File: src/rtl/demux_scatter_sequencer_if.sv
// Handshake and drive bundle between a scatter requester and the sequencer.
// The slave side is the sequencer; the master side is whoever issues transfers.
interface demux_scatter_sequencer_if;
    logic       start;
    logic       abort;
    logic [7:0] data;
    logic [7:0] mask;
    logic [2:0] sel;
    logic       dout;
    logic       strobe;
    logic       busy;
    logic       done;

    modport master (
        output start, abort, data, mask,
        input  sel, dout, strobe, busy, done
    );

    modport slave (
        input  start, abort, data, mask,
        output sel, dout, strobe, busy, done
    );
endinterface

File: src/rtl/demux_scatter_sequencer.sv
// Scatters the bits of a captured word onto a 1-to-8 demux, visiting masked channels
// in ascending order, holding each for HOLD cycles, then pulsing done.
module demux_scatter_sequencer #(
    parameter int unsigned HOLD = 1
) (
    input logic                        clk_i,
    input logic                        rst_i,
    demux_scatter_sequencer_if.slave   bus_io
);
    localparam int unsigned CntW = $clog2(HOLD + 1);

    typedef enum logic [1:0] {StIdle, StDrive, StFin} state_e;

    state_e            state_q, state_d;
    logic [7:0]        data_q, data_d;
    logic [7:0]        pend_q, pend_d;
    logic [CntW-1:0]   hcnt_q, hcnt_d;
    logic [2:0]        sel_q, sel_d;
    logic              dout_q, dout_d;
    logic              strobe_q, strobe_d;
    logic              busy_q, busy_d;
    logic              done_q, done_d;

    function automatic logic [2:0] lowest_idx(input logic [7:0] v);
        logic [2:0] idx;
        idx = 3'd0;
        for (int i = 7; i >= 0; i--) begin
            if (v[i]) idx = 3'(i);
        end
        return idx;
    endfunction

    always_comb begin
        state_d = state_q;
        data_d  = data_q;
        pend_d  = pend_q;
        hcnt_d  = hcnt_q;
        case (state_q)
            StIdle: begin
                if (bus_io.start) begin
                    data_d  = bus_io.data;
                    pend_d  = bus_io.mask;
                    hcnt_d  = '0;
                    state_d = (bus_io.mask != 8'd0) ? StDrive : StFin;
                end
            end
            StDrive: begin
                // Abort wins over hold completion and the move to FIN.
                if (bus_io.abort) begin
                    state_d = StIdle;
                    pend_d  = '0;
                    hcnt_d  = '0;
                end else if (hcnt_q == CntW'(HOLD - 1)) begin
                    pend_d = pend_q & ~(8'd1 << lowest_idx(pend_q));
                    hcnt_d = '0;
                    if (pend_d == 8'd0) state_d = StFin;
                end else begin
                    hcnt_d = hcnt_q + 1'b1;
                end
            end
            StFin:   state_d = StIdle;
            default: state_d = StIdle;
        endcase

        // Outputs are registered copies of what the next state will present.
        strobe_d = (state_d == StDrive);
        busy_d   = (state_d != StIdle);
        done_d   = (state_d == StFin);
        sel_d    = strobe_d ? lowest_idx(pend_d) : 3'd0;
        dout_d   = strobe_d ? data_d[sel_d] : 1'b0;
    end

    always_ff @(posedge clk_i or posedge rst_i) begin
        if (rst_i) begin
            state_q  <= StIdle;
            data_q   <= '0;
            pend_q   <= '0;
            hcnt_q   <= '0;
            sel_q    <= '0;
            dout_q   <= 1'b0;
            strobe_q <= 1'b0;
            busy_q   <= 1'b0;
            done_q   <= 1'b0;
        end else begin
            state_q  <= state_d;
            data_q   <= data_d;
            pend_q   <= pend_d;
            hcnt_q   <= hcnt_d;
            sel_q    <= sel_d;
            dout_q   <= dout_d;
            strobe_q <= strobe_d;
            busy_q   <= busy_d;
            done_q   <= done_d;
        end
    end

    assign bus_io.sel    = sel_q;
    assign bus_io.dout   = dout_q;
    assign bus_io.strobe = strobe_q;
    assign bus_io.busy   = busy_q;
    assign bus_io.done   = done_q;
endmodule

File: src/flat_wrapper.sv
// flat-port wrapper written by rule: the top's interface ports become plain ports
module demux_scatter_sequencer_flat 
#(
    parameter int unsigned HOLD = 1
)
  (clk_i, rst_i, bus_io_start, bus_io_abort, bus_io_data, bus_io_mask, bus_io_sel, bus_io_dout, bus_io_strobe, bus_io_busy, bus_io_done);
  demux_scatter_sequencer_if bus_io_i ();
  input logic clk_i;
  input logic rst_i;
  input wire logic [$bits(bus_io_i.start)-1:0] bus_io_start;
  input wire logic [$bits(bus_io_i.abort)-1:0] bus_io_abort;
  input wire logic [$bits(bus_io_i.data)-1:0] bus_io_data;
  input wire logic [$bits(bus_io_i.mask)-1:0] bus_io_mask;
  output wire logic [$bits(bus_io_i.sel)-1:0] bus_io_sel;
  output wire logic [$bits(bus_io_i.dout)-1:0] bus_io_dout;
  output wire logic [$bits(bus_io_i.strobe)-1:0] bus_io_strobe;
  output wire logic [$bits(bus_io_i.busy)-1:0] bus_io_busy;
  output wire logic [$bits(bus_io_i.done)-1:0] bus_io_done;
  assign bus_io_i.start = bus_io_start;
  assign bus_io_i.abort = bus_io_abort;
  assign bus_io_i.data = bus_io_data;
  assign bus_io_i.mask = bus_io_mask;
  assign bus_io_sel = bus_io_i.sel;
  assign bus_io_dout = bus_io_i.dout;
  assign bus_io_strobe = bus_io_i.strobe;
  assign bus_io_busy = bus_io_i.busy;
  assign bus_io_done = bus_io_i.done;
  demux_scatter_sequencer #(.HOLD(HOLD)) u_core (.clk_i(clk_i), .rst_i(rst_i), .bus_io(bus_io_i));
endmodule
File: config.mk
export PLATFORM = sky130hd
export DESIGN_NAME = demux_scatter_sequencer_flat
export DESIGN_NICKNAME = d
export VERILOG_FILES = /design/src/rtl/demux_scatter_sequencer_if.sv /design/src/rtl/demux_scatter_sequencer.sv /design/src/flat_wrapper.sv
export SDC_FILE = /design/constraint.sdc
export NUM_CORES = 1
export LEC_CHECK = 0
export ABC_CLOCK_PERIOD_IN_PS = 3200
export CORE_MARGIN = 1
export CORE_UTILIZATION = 50
export CTS_CLUSTER_DIAMETER = 40
export DETAILED_ROUTE_END_ITERATION = 12
export GPL_TIMING_DRIVEN = 0
export PLACE_DENSITY = 0.79
export SLEW_MARGIN = 5
export SYNTH_ARGS = -nofsm -noshare
export SYNTH_HDL_FRONTEND = slang
export SYNTH_SLANG_ARGS = --single-unit
File: constraint.sdc
create_clock -name clk_i -period 3.2 [get_ports clk_i]
set_input_delay 0.64 -clock clk_i [delete_from_list [all_inputs] [get_ports clk_i]]
set_output_delay 0.64 -clock clk_i [all_outputs]
set_load 0.01 [all_outputs]
Figure 1. Power grid (run 1).
The bar under the picture is 20 µm long. Pins as bars on the die edge. Tap cells in gray.
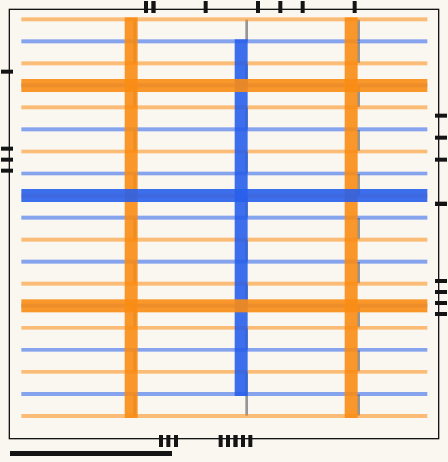
Key: VSS = orange; VDD = blue
3 straps on met4. 19 met1 rails follow the rows. The core has 18 rows. 30 tap cells. 3 straps on met5.

Figure 2. Wiring by layer (run 1).
Two of the layers only.
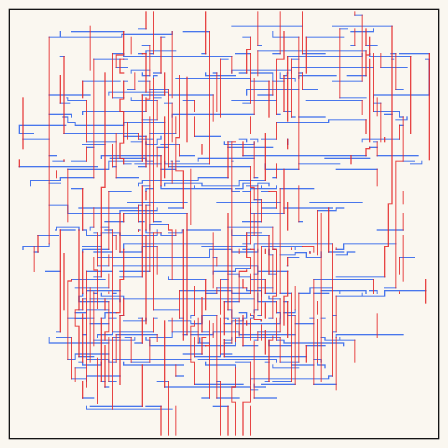
Key: met2 = red [wire length 1,400 µm]; met1 = blue [wire length 1,320 µm]
WL final: 3010 µm
routed len/inst: 15.5 µm
GRT Overall Usage: 24.2%
routed vias: 1,173

==> impl_metrics.json, run 1 <==
{
  "clock_latency_ns": 0.31,
  "fmax_mhz": 354,
  "largestClassByArea": "flip-flops and latches",
  "ys.flops": 25,
  "cts_max_level": 1,
  "ant_nets": 0,
  "sh_comb_area_pct": 38.2,
  "cp.buffers_inverters": 2,
  "lay_top_count": "nand2_1",
  "seqPwrFrac_pct": 36.0,
  "fin_crit_ns": 2.83,
  "pwr-share-comb_pct": 55.2,
  "combinationalPower_w": 0.000856,
  "nets": 185,
  "status": "finished clean",
  "drc": 0,
  "tightest_slew_ns": 0.915,
  "final_layout_top_logic_cells": "nand2_1 (30), clkdlybuf4s50_1 (26), dfrtp_1 (25), o21ai_0 (8), inv_1 (7)",
  "endpoint_kind": "flop",
  "warning_count": 26,
  "peakVddDrop_mv": 0.722,
  "clockPowerShare_pct": 8.8,
  "synth.most_common_cell": "nand2_1",
  "coreArea_um2": 2450,
  "pin_count": 27,
  "aoi_share_pct": 24.5,
  "drt-pass1-iter-count": 4,
  "p_switching_w": 0.000681,
  "grt-ovfl-total": 0,
  "finalClockPeriodUsage_pct": 88.4,
  "signal_buffers": 29,
  "die_area_um2": 2790,
  "nonClkBufAreaFrac_pct": 17.4,
  "seq_cells": 25,
  "drv_cap": 0,
  "grt_setup_unrepaired": "no",
  "top_area_share_pct": 48.4,
  "cts_tree": "done",
  "cts_buffers": 3,
  "grt_max_degree": 26,
  "syn_to_final_growth_pct": 25.2,
  "clkCellAreaFrac_pct": 1.70,
  "crit_family": "buffers and inverters",
  "fin_cells": 194,
  "hold_depth": 2,
  "slew_headroom_pct": 38.9,
  "mux_area_share_pct": 1.55,
  "ys_area_um2": 1290,
  "hpwl_um": 2300,
  "internal_power_w": 0.000868,
  "grt_pass1_wl_um": 4800,
  "vias_per_cell": 6.05,
  "clockBufferDepth": 2,
  "cp-start-kind": "input pin",
  "synth_seq_share_pct": 48.4,
  "cts_setup_buffers": 0,
  "crit_required_ns": 3.43,
  "maxSlewViolCount": 0,
  "cp.arrival_ns": 3.06,
  "tapCellCount": 30,
  "yosys.area_share.adder_pct": 0,
  "yosys_warnings": 0,
  "syn_area_um2": 1290,
  "xor_area_share_pct": 0,
  "row_count": 18,
  "crit_cells": 9,
  "top_usage_layer": "met2",
  "p_total_w": 0.00155,
  "worstHoldStart": "u_core.data_q[1]",
  "first_global_vias": 1053,
  "ys_cells": 134,
  "power_density_nw_per_um2": 958,
  "whs_endpoint": "u_core.data_q[1]",
  "async_flop_share_pct": 100,
  "syn_inst": 134,
  "worst_slack_ns": 0.372,
  "fp_util_pct": 52.6,
  "num-fill-cells": 204,
  "worst_path_largest_cell_delay_ns": 0.51,
  "path_class": "input pin to flop",
  "logic_gate_count": 99,
  "cts_resized": 0,
  "hold_buffers": 0,
  "die_x_um": 52.8,
  "hold_class": "flop to flop",
  "flop_cell": "dfrtp_1",
  "setup.worst_path.start": "bus_io_start",
  "gp_congestion": 0.874,
  "cts-root-buf": "clkbuf_4",
  "crit_chain": "clkdlybuf4s50_1, nor3b_2, buf_2, a32oi_1, a21oi_1, nand3_1, a211oi_1, o21ai_1, o311ai_2",
  "nClkBuffers": 3,
  "dieHeight_um": 52.8,
  "rr_endpoint": "u_core.bus_io.dout",
  "inv_count": 7,
  "drt-met1-wl_um": 1320,
  "routed.top_layer": "met4",
  "endpoint": "u_core.bus_io.dout",
  "power.group.top": "combinational cells",
  "cts_sinks": 25,
  "ys_top_logic_family": "AND-OR/OR-AND gates",
  "drt_iter0_markers": 37,
  "yosysUniqueCellTypes": 41,
  "final-setup-viol-count": 0,
  "top_cells_by_count": "nand2_1 (30), dfrtp_1 (25), o21ai_0 (8)",
  "clock_skew_ns": 0.00216,
  "clk-power_w": 0.000136,
  "ys_sh_simple_pct": 21.8,
  "yosys-top-cells-area": "dfrtp_1 (48%), nand2_1 (8.7%), o21ai_0 (3.1%), a22oi_1 (2.9%), inv_1 (2.0%)",
  "leakage_nw": 0.745,
  "preCtsSetupSlack_ns": 0.0594,
  "worstRegToRegCells": 10,
  "synthesis.nets": 154,
  "powerSeq_w": 0.000557,
  "fin_area_um2": 1620,
  "crit_fanout": 10,
  "r2r_setup_slack_ns": 0.71,
  "largest_area_cell": "dfrtp_1",
  "reg2reg_from": "u_core.pend_q[0]",
  "dpl_cell_area_um2": 1590,
  "fin_tns_setup_ns": 0
}
Figure 3. Track usage over the die (run 1).
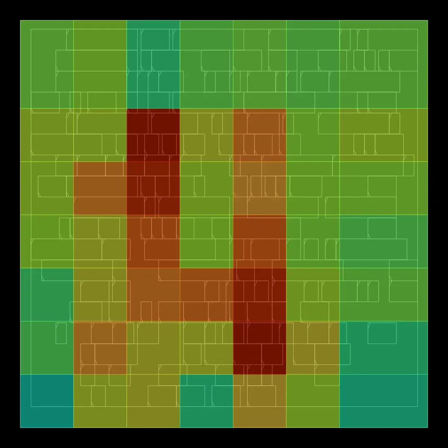
met3 usage: 6.38%
post-layout util: 65.9%
M1 GR Usage: 31.6%
GRT met2 Usage: 39.7%

Figure 4. Where the registers sit (run 1).
Other sequential cells in the stronger gray, the rest of the logic in the fainter gray.
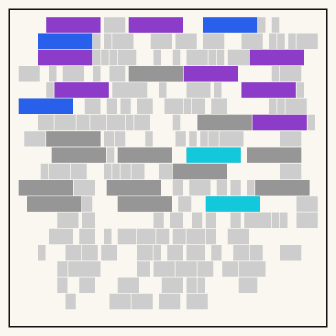
Key: u_core.bus_io.sel = blue [sequential cells 3]; u_core.state_q = cyan [sequential cells 2]; u_core.data_q = purple [sequential cells 8]
Another 12 sequential cells are not colored.

==> run 2: changes to the inputs <==
--- a/config.mk
+++ b/config.mk
@@ -5,10 +5,13 @@
 export SDC_FILE = /design/constraint.sdc
 export NUM_CORES = 1
 export LEC_CHECK = 0
+export ABC_AREA = 1
 export ABC_CLOCK_PERIOD_IN_PS = 3200
+export CORE_ASPECT_RATIO = 2
 export CORE_MARGIN = 1
-export CORE_UTILIZATION = 50
+export CORE_UTILIZATION = 51
 export CTS_CLUSTER_DIAMETER = 40
+export CTS_CLUSTER_SIZE = 16
 export DETAILED_ROUTE_END_ITERATION = 12
 export GPL_TIMING_DRIVEN = 0
 export PLACE_DENSITY = 0.79
Figure 5. Track usage over the die (run 2).
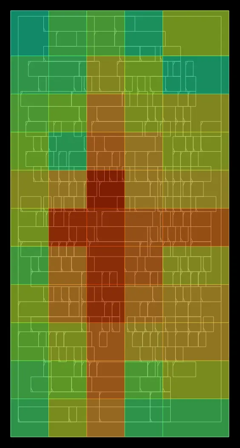
M1 GR Usage: 22.9%
met3 usage: 1.73%
post-layout util: 66.0%
GRT met2 Usage: 51.1%

==> run 2 against run 1 <==
  * Sequential cell count unchanged
  * First-iteration DRC count up 5.4%
  * Combinational power up 7.8%
  * Via count up 17%
  * Non-clock buffer count down 1
  * Die area up 9.5%
  * Clock skew up 0.0036 ns
  * Highest routed layer unchanged
  * Largest power group unchanged
==> impl_metrics.json, run 2 <==
{
  "status": "finished clean",
  "cts_setup_buffers": 0,
  "cts_buffers": 3,
  "dieHeight_um": 77.2,
  "power.group.top": "combinational cells",
  "synth_seq_share_pct": 43.4,
  "inv_count": 29,
  "synth.most_common_cell": "nand2_1",
  "hold_buffers": 0,
  "row_count": 27,
  "cts_sinks": 25,
  "worstRegToRegCells": 16,
  "cts_resized": 0,
  "crit_chain": "clkdlybuf4s50_1, inv_1, nor2_2, nand2_1, nand2_4, inv_4, nor2_4, nand2_4, nand2_1, nand3_1, nand3_1, nand2_1",
  "cp.arrival_ns": 2.53,
  "ys.flops": 25,
  "vias_per_cell": 5.40,
  "fin_area_um2": 1780,
  "largest_area_cell": "dfrtp_1",
  "yosys-top-cells-area": "dfrtp_1 (43%), nand2_1 (16%), nand3_1 (6.9%), inv_1 (6.0%), nand2_2 (3.5%)",
  "lay_top_count": "nand2_1",
  "drt-met1-wl_um": 1100,
  "logic_gate_count": 139,
  "crit_family": "simple AND/OR/NAND/NOR gates",
  "preCtsSetupSlack_ns": 0.506,
  "clockPowerShare_pct": 11.1,
  "drt_iter0_markers": 39,
  "clkCellAreaFrac_pct": 2.53,
  "top_cells_by_count": "nand2_1 (63), dfrtp_1 (25), inv_1 (23)",
  "internal_power_w": 0.000874,
  "async_flop_share_pct": 100,
  "nonClkBufAreaFrac_pct": 15.3,
  "routed.top_layer": "met4",
  "ys_area_um2": 1440,
  "ys_cells": 195,
  "synthesis.nets": 215,
  "coreArea_um2": 2700,
  "grt-ovfl-total": 0,
  "syn_to_final_growth_pct": 23.7,
  "drt-pass1-iter-count": 4,
  "hold_class": "flop to flop",
  "endpoint": "u_core.bus_io.dout",
  "setup.worst_path.start": "bus_io_start",
  "reg2reg_from": "u_core.pend_q[2]",
  "yosysUniqueCellTypes": 26,
  "syn_area_um2": 1440,
  "nClkBuffers": 4,
  "tapCellCount": 29,
  "hpwl_um": 2830,
  "grt_max_degree": 26,
  "drv_cap": 0,
  "cp-start-kind": "input pin",
  "gp_congestion": 0.858,
  "fmax_mhz": 421,
  "path_class": "input pin to flop",
  "final_layout_top_logic_cells": "nand2_1 (63), clkdlybuf4s50_1 (26), dfrtp_1 (25), inv_1 (23), nand3_1 (20)",
  "ys_sh_simple_pct": 39.8,
  "syn_inst": 195,
  "num-fill-cells": 247,
  "mux_area_share_pct": 0,
  "worst_slack_ns": 0.822,
  "drc": 0,
  "fin_crit_ns": 2.38,
  "flop_cell": "dfrtp_1",
  "top_area_share_pct": 43.4,
  "ys_top_logic_family": "simple AND/OR/NAND/NOR gates",
  "peakVddDrop_mv": 0.569,
  "ant_nets": 0,
  "nets": 246,
  "r2r_setup_slack_ns": 1.12,
  "maxSlewViolCount": 0,
  "leakage_nw": 0.911,
  "clock_skew_ns": 0.00575,
  "worstHoldStart": "u_core.data_q[6]",
  "signal_buffers": 28,
  "grt_pass1_wl_um": 5510,
  "pin_count": 27,
  "worst_path_largest_cell_delay_ns": 0.50,
  "fin_cells": 254,
  "first_global_vias": 1341,
  "p_switching_w": 0.000762,
  "fin_tns_setup_ns": 0,
  "hold_depth": 2,
  "grt_setup_unrepaired": "no",
  "warning_count": 26,
  "seq_cells": 25,
  "yosys.area_share.adder_pct": 0,
  "largestClassByArea": "logic gates",
  "die_area_um2": 3060,
  "tightest_slew_ns": 0.905,
  "clk-power_w": 0.000181
}
Figure 6. Wiring by layer (run 2).
Two of the layers only.
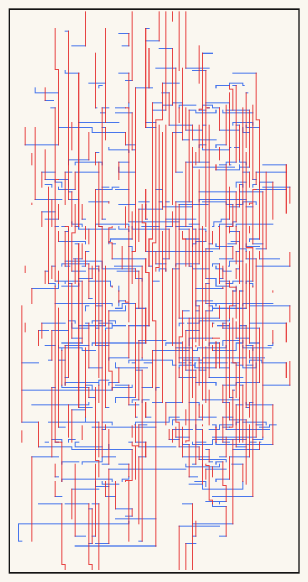
Key: met1 = blue [wire length 1,100 µm]; met2 = red [wire length 2,110 µm]
WL final: 3380 µm
routed len/inst: 13.3 µm
GRT Overall Usage: 26.1%
routed vias: 1,371

==> run 3: changes to the inputs <==
--- a/config.mk
+++ b/config.mk
@@ -6,7 +6,7 @@
 export NUM_CORES = 1
 export LEC_CHECK = 0
 export ABC_AREA = 1
-export ABC_CLOCK_PERIOD_IN_PS = 3200
+export ABC_CLOCK_PERIOD_IN_PS = 2480
 export CORE_ASPECT_RATIO = 2
 export CORE_MARGIN = 1
 export CORE_UTILIZATION = 51
==> constraint.sdc (replaced) <==
create_clock -name clk_i -period 2.48 [get_ports clk_i]
set_input_delay 0.496 -clock clk_i [delete_from_list [all_inputs] [get_ports clk_i]]
set_output_delay 0.496 -clock clk_i [all_outputs]
set_load 0.01 [all_outputs]
Figure 7. Zoomed window (run 3).
Window x 15 to 40, y 7 to 32 µm. Cells in gray, sequential cells in the stronger gray; small squares are vias.
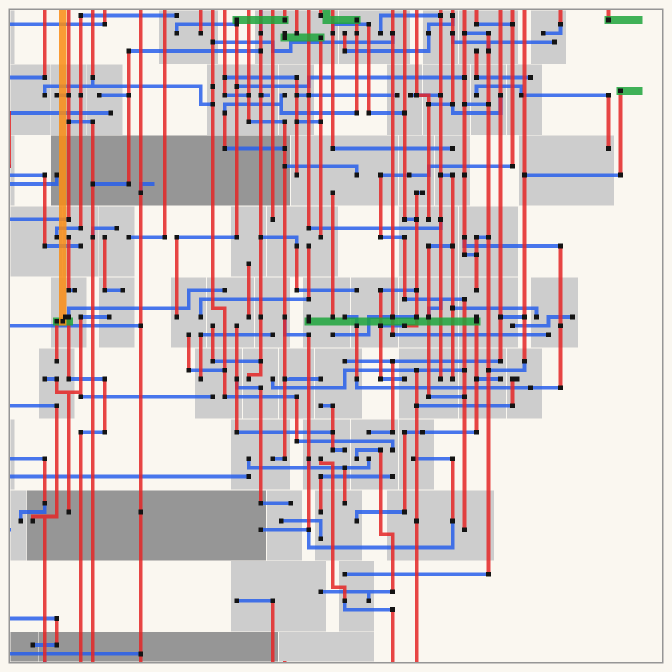
Key: met4 = orange; met3 = green; met2 = red; met1 = blue
Sequential cells in the window: 2. Netlist names of flops here include u_core.pend_q (2). 53 logic cells have their middle in the window. Most frequent: nand2_1 (11), inv_1 (10), a21oi_1 (5).

==> run 3 against run 2 <==
  * Sequential share of layout area did not move
  * Register-to-register slack got worse by 0.72 ns
  * Total power rose by 29%
  * Clock-buffer cell count did not move
  * First-iteration DRC count did not move
  * Setup slack got worse by 0.58 ns
  * Critical path depth did not move
  * Non-clock buffer count did not move
  * Clock skew did not move
  * Via count did not move
  * Combinational power rose by 29%
  * Critical endpoint unchanged
==> impl_metrics.json, run 3 <==
{
  "row_count": 27,
  "grt-ovfl-total": 0,
  "top_cells_by_count": "nand2_1 (63), dfrtp_1 (25), inv_1 (23)",
  "cp-start-kind": "input pin",
  "fmax_mhz": 448,
  "flop_cell": "dfrtp_1",
  "hpwl_um": 2830,
  "async_flop_share_pct": 100,
  "ys.flops": 25,
  "hold_class": "flop to flop",
  "mux_area_share_pct": 0,
  "p_switching_w": 0.000984,
  "fin_cells": 254,
  "hold_depth": 2,
  "nets": 246,
  "nClkBuffers": 4,
  "seq_cells": 25,
  "drt_iter0_markers": 39,
  "status": "finished clean",
  "cts_resized": 0,
  "grt_max_degree": 26,
  "met2_usage_pct": 51.1,
  "grt_use_total_pct": 26.1,
  "drt-pass1-iter-count": 4,
  "cts_setup_buffers": 0,
  "cts_sinks": 25,
  "grt_setup_unrepaired": "no",
  "tapCellCount": 29,
  "lay_top_count": "nand2_1",
  "crit_chain": "clkdlybuf4s50_1, inv_1, nor2_2, nand2_1, nand2_4, inv_4, nor2_4, nand2_4, nand2_1, nand3_1, nand3_1, nand2_1",
  "worstHoldStart": "u_core.data_q[6]",
  "drv_cap": 0,
  "tightest_slew_ns": 0.905,
  "worst_slack_ns": 0.246,
  "yosys.area_share.adder_pct": 0,
  "syn_to_final_growth_pct": 23.7,
  "final_layout_top_logic_cells": "nand2_1 (63), clkdlybuf4s50_1 (26), dfrtp_1 (25), inv_1 (23), nand3_1 (20)",
  "inv_count": 29,
  "signal_buffers": 28,
  "grt_pass1_wl_um": 5510,
  "yosys-top-cells-area": "dfrtp_1 (43%), nand2_1 (16%), nand3_1 (6.9%), inv_1 (6.0%), nand2_2 (3.5%)",
  "clkCellAreaFrac_pct": 2.53,
  "vias": 1371,
  "worstRegToRegCells": 16,
  "hold_buffers": 0,
  "largest_area_cell": "dfrtp_1",
  "clock_skew_ns": 0.00575,
  "fin_tns_setup_ns": 0,
  "ant_nets": 0,
  "syn_inst": 195,
  "ys_sh_simple_pct": 39.8,
  "clk-power_w": 0.000234,
  "warning_count": 26,
  "ys_area_um2": 1440,
  "logic_gate_count": 139,
  "vias_per_cell": 5.40,
  "path_clk_slew_ns": 0.07,
  "path_class": "input pin to flop",
  "ys_cells": 195,
  "reg2reg_from": "u_core.pend_q[2]",
  "wl_per_cell_um": 13.3,
  "r2r_setup_slack_ns": 0.40,
  "num-fill-cells": 247,
  "endpoint": "u_core.bus_io.dout",
  "cp.arrival_ns": 2.39,
  "worst_path_largest_cell_delay_ns": 0.50,
  "pin_count": 27,
  "gp_congestion": 0.858,
  "top_usage_layer": "met2",
  "crit_family": "simple AND/OR/NAND/NOR gates",
  "drc": 0,
  "largestClassByArea": "logic gates",
  "final-setup-viol-count": 0,
  "drt-met1-wl_um": 1100,
  "synth.most_common_cell": "nand2_1",
  "fin_area_um2": 1780,
  "final_util_pct": 66.0,
  "die_area_um2": 3060,
  "fin_crit_ns": 2.23,
  "grtUsageMet1_pct": 22.9
}
Figure 8. Power grid (run 3).
The bar under the picture is 10 µm long. Pins as bars on the die edge. Tap cells in gray.
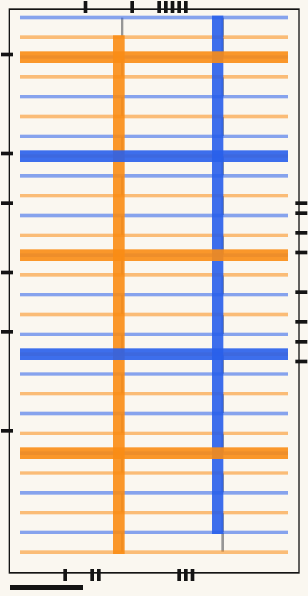
Key: VDD = blue; VSS = orange
2 straps on met4. The core has 27 rows. 29 tap cells.
Peak supply drop: 0.735 mV
Die Height: 77.2 µm
die width: 39.6 µm
Core Region: 2700 µm²

Power is estimated from default activity; no workload was simulated.
